==> config.mk <==
export PLATFORM = sky130hd
export DESIGN_NAME = vz32_mem_arbiter
export DESIGN_NICKNAME = d
export VERILOG_FILES = /design/src/rtl/vz32_mem_arbiter.sv
export SDC_FILE = /design/constraint.sdc
export NUM_CORES = 1
export LEC_CHECK = 0
export CAP_MARGIN = 40
export CORE_MARGIN = 2
export CORE_UTILIZATION = 44
export CTS_BUF_LIST = sky130_fd_sc_hd__clkbuf_2
export CTS_CLUSTER_SIZE = 30
export DETAILED_ROUTE_END_ITERATION = 12
export PLACE_DENSITY = 0.8
export SLEW_MARGIN = 20
export SYNTH_ARGS = -nofsm -noshare
export SYNTH_HDL_FRONTEND = slang
export SYNTH_SLANG_ARGS = --single-unit
==> constraint.sdc <==
create_clock -name clk -period 6.1 [get_ports clk]
set_clock_uncertainty 0.1 [all_clocks]
set_input_delay 1.22 -clock clk [delete_from_list [all_inputs] [get_ports clk]]
set_output_delay 1.22 -clock clk [all_outputs]
set_load 0.02 [all_outputs]
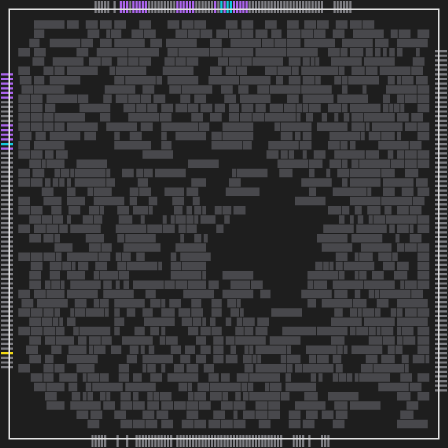
(images/pins.png)
Pins as bars across the die edge, other pins in grey.
- cyan: ls_wstrb (pins 4; direction input; edge 3 top, 1 left)
- yellow: ls_req (pins 1; direction input; edge left)
- purple: ls_wdata (pins 32; direction input; edge 21 top, 11 left)
- all pins by edge: 77 top, 74 right, 64 left, 61 bottom
Die X: 125 um
Die H: 125 um
port bufs: 273

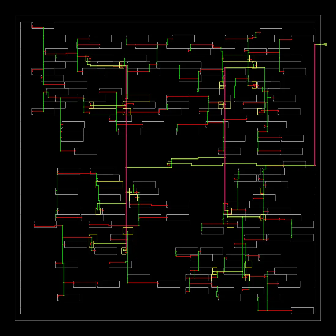
(images/final_clocks.png)
Late-Pin Clk Latency: 0.71 ns
Clock Buffer Count: 18
CTS buffer count: 17
Flops: 141
Power Clock: 618 uW

==> CHANGELOG.md <==
### Implementation results

- Syn-to-layout area delta: 48.9%
- Yosys synthesis chip area: 6470 um2
- FP Util: 0.448
- Routed wire length: 17.9 mm
- Pre-CTS setup slack: 2.43 ns
- Row Count: 44
- Least-Margin Pin Slew: 0.819 ns
- Log Warnings: 28
- Mapped Area: between 6000 and 7000 um2
- Final hold vios: 0
- Yosys aoi share: 0.206
- Post-CTS resize count: 0
- Capturing element type of the critical path: output pin
- Worst setup SP type: flop
- Initial DRC Count: 336
- Avg WL per Cell: 17.6 um
- Sequential Power Share: 0.332
- Distinct lib cells: 37
- Hold Path Cell Cnt: 2
- Synth Area in Adders: 0.00774
- Vias per cell: 5.34
- Synth Register Bits: 141
- Design Power: 4970 uW
- Count of final max-slew check failures: 0
- Avg Cell Area, Syn: 11.5 um2
- Clock share of power: 0.124
- CP Max Fanout: 33
- Core area: 14400 um2
- Leakage power: 0.00424 uW
- Root buf cell: clkbuf_2
- Detailed Place HPWL: 12.8 mm
- Mux area share: 0.0605
- DRT Pass-1 Iters: 4
- Overall Global Routing Usage: 0.228
- Status: finished clean
- # DRC: 0
- Setup Fix Bufs, Post-CTS: 0
- Seq share, synth: 0.545
- Met3 WL: 1.25 mm
- Dpl cells: 977
- Vias: around 5400
- # hold bufs at CTS: 0
- R2R depth: 6
- Slew margin rel.: 0.453
- Gpl congestion: just over 0.8
[per-layer routing]
layer | global-route usage | vias to the layer above
li1 | - | 2529
met1 | 0.278 | 2602
met2 | 0.388 | 241
met3 | 0.0578 | 36
met4 | 0.0948 | 0
met5 | 0 | -
[critical path, stage by stage, from the launching register on]
cell and delay (ns):
dfrtp_1 0.44, buf_8 0.21, clkdlybuf4s50_1 0.64
[cell usage after synthesis]
| cell | count | area [um2] |
|---|---|---|
| a22oi_1 | 32 | 240 |
| inv_2 | 1 | 3.75 |
| a221oi_1 | 16 | 140 |
| mux2_1 | 32 | 360 |
| buf_4 | 2 | 15.0 |
| buf_6 | 8 | 90.1 |
| a221oi_2 | 16 | 240 |
| o32ai_1 | 1 | 8.76 |
| nand4_1 | 1 | 6.26 |
| nand2b_1 | 34 | 213 |
| nor2b_1 | 1 | 6.26 |
| and4b_1 | 1 | 10.0 |
| o21ai_1 | 30 | 150 |
| and2b_1 | 2 | 15.0 |
| nand4b_1 | 1 | 8.76 |
| nand2_1 | 35 | 131 |
| a31oi_1 | 1 | 6.26 |
| o21ai_4 | 1 | 16.3 |
| o21ai_0 | 35 | 175 |
| nor2_1 | 1 | 3.75 |
| a22o_1 | 37 | 324 |
| conb_1 | 1 | 3.75 |
| mux2i_1 | 2 | 20.0 |
| mux2_2 | 1 | 11.3 |
| or2_1 | 1 | 6.26 |
| a211o_1 | 1 | 8.76 |
| or3_1 | 1 | 6.26 |
| dfrtp_1 | 141 | 3530 |
| ha_1 | 4 | 50.1 |
| nor4_1 | 3 | 18.8 |
| inv_1 | 39 | 146 |
| nor3_4 | 1 | 16.3 |
| buf_2 | 18 | 90.1 |
| buf_1 | 2 | 7.51 |
| a32o_1 | 2 | 20.0 |
| and3b_1 | 32 | 280 |
| clkbuf_1 | 24 | 90.1 |
[cells by family (layout without fill, tap and decap cells)]
| kind of cell | after synthesis | in the layout |
|---|---|---|
| adders and majority gates | 4 | 4 |
| AOI/OAI and AO/OA | 172 | 172 |
| other | 1 | 3 |
| and+or+nand+nor | 114 | 114 |
| DFF | 141 | 141 |
| muxes | 35 | 35 |
| buffers and inverters | 94 | 360 |
[cell type report]
| class | count | area (um2) |
|---|---|---|
| multi-input cells | 327 | 2510 |
| clock inverters | 14 | 194 |
| diodes | 1 | 2.50 |
| clock buffers | 18 | 90.1 |
| fillers | 1095 | 4790 |
| inverters | 40 | 155 |
| well taps | 184 | 230 |
| flip-flops and latches | 141 | 3530 |
| repair buffers | 288 | 2930 |
[layout by cell type, fill, tap and decap left out, types with 2 or more instances in the layout]
cell type          n
a22oi_1           32
o21ai_1           30
a32o_1             2
inv_1             38
and3b_1           32
bufinv_16          4
mux2i_1            2
buf_16             3
a221oi_1          16
conb_1             2
and2b_1            2
a221oi_2          16
buf_4             10
nand2_1           34
nand2b_1          33
clkinv_2           2
clkinv_4           3
clkbuf_2          18
nor4_1             3
dfrtp_1          141
mux2_1            32
clkinvlp_4         3
o21ai_0           35
a22o_1            37
ha_1               4
clkdlybuf4s50_1  273
Power and IR drop assume default switching activity.
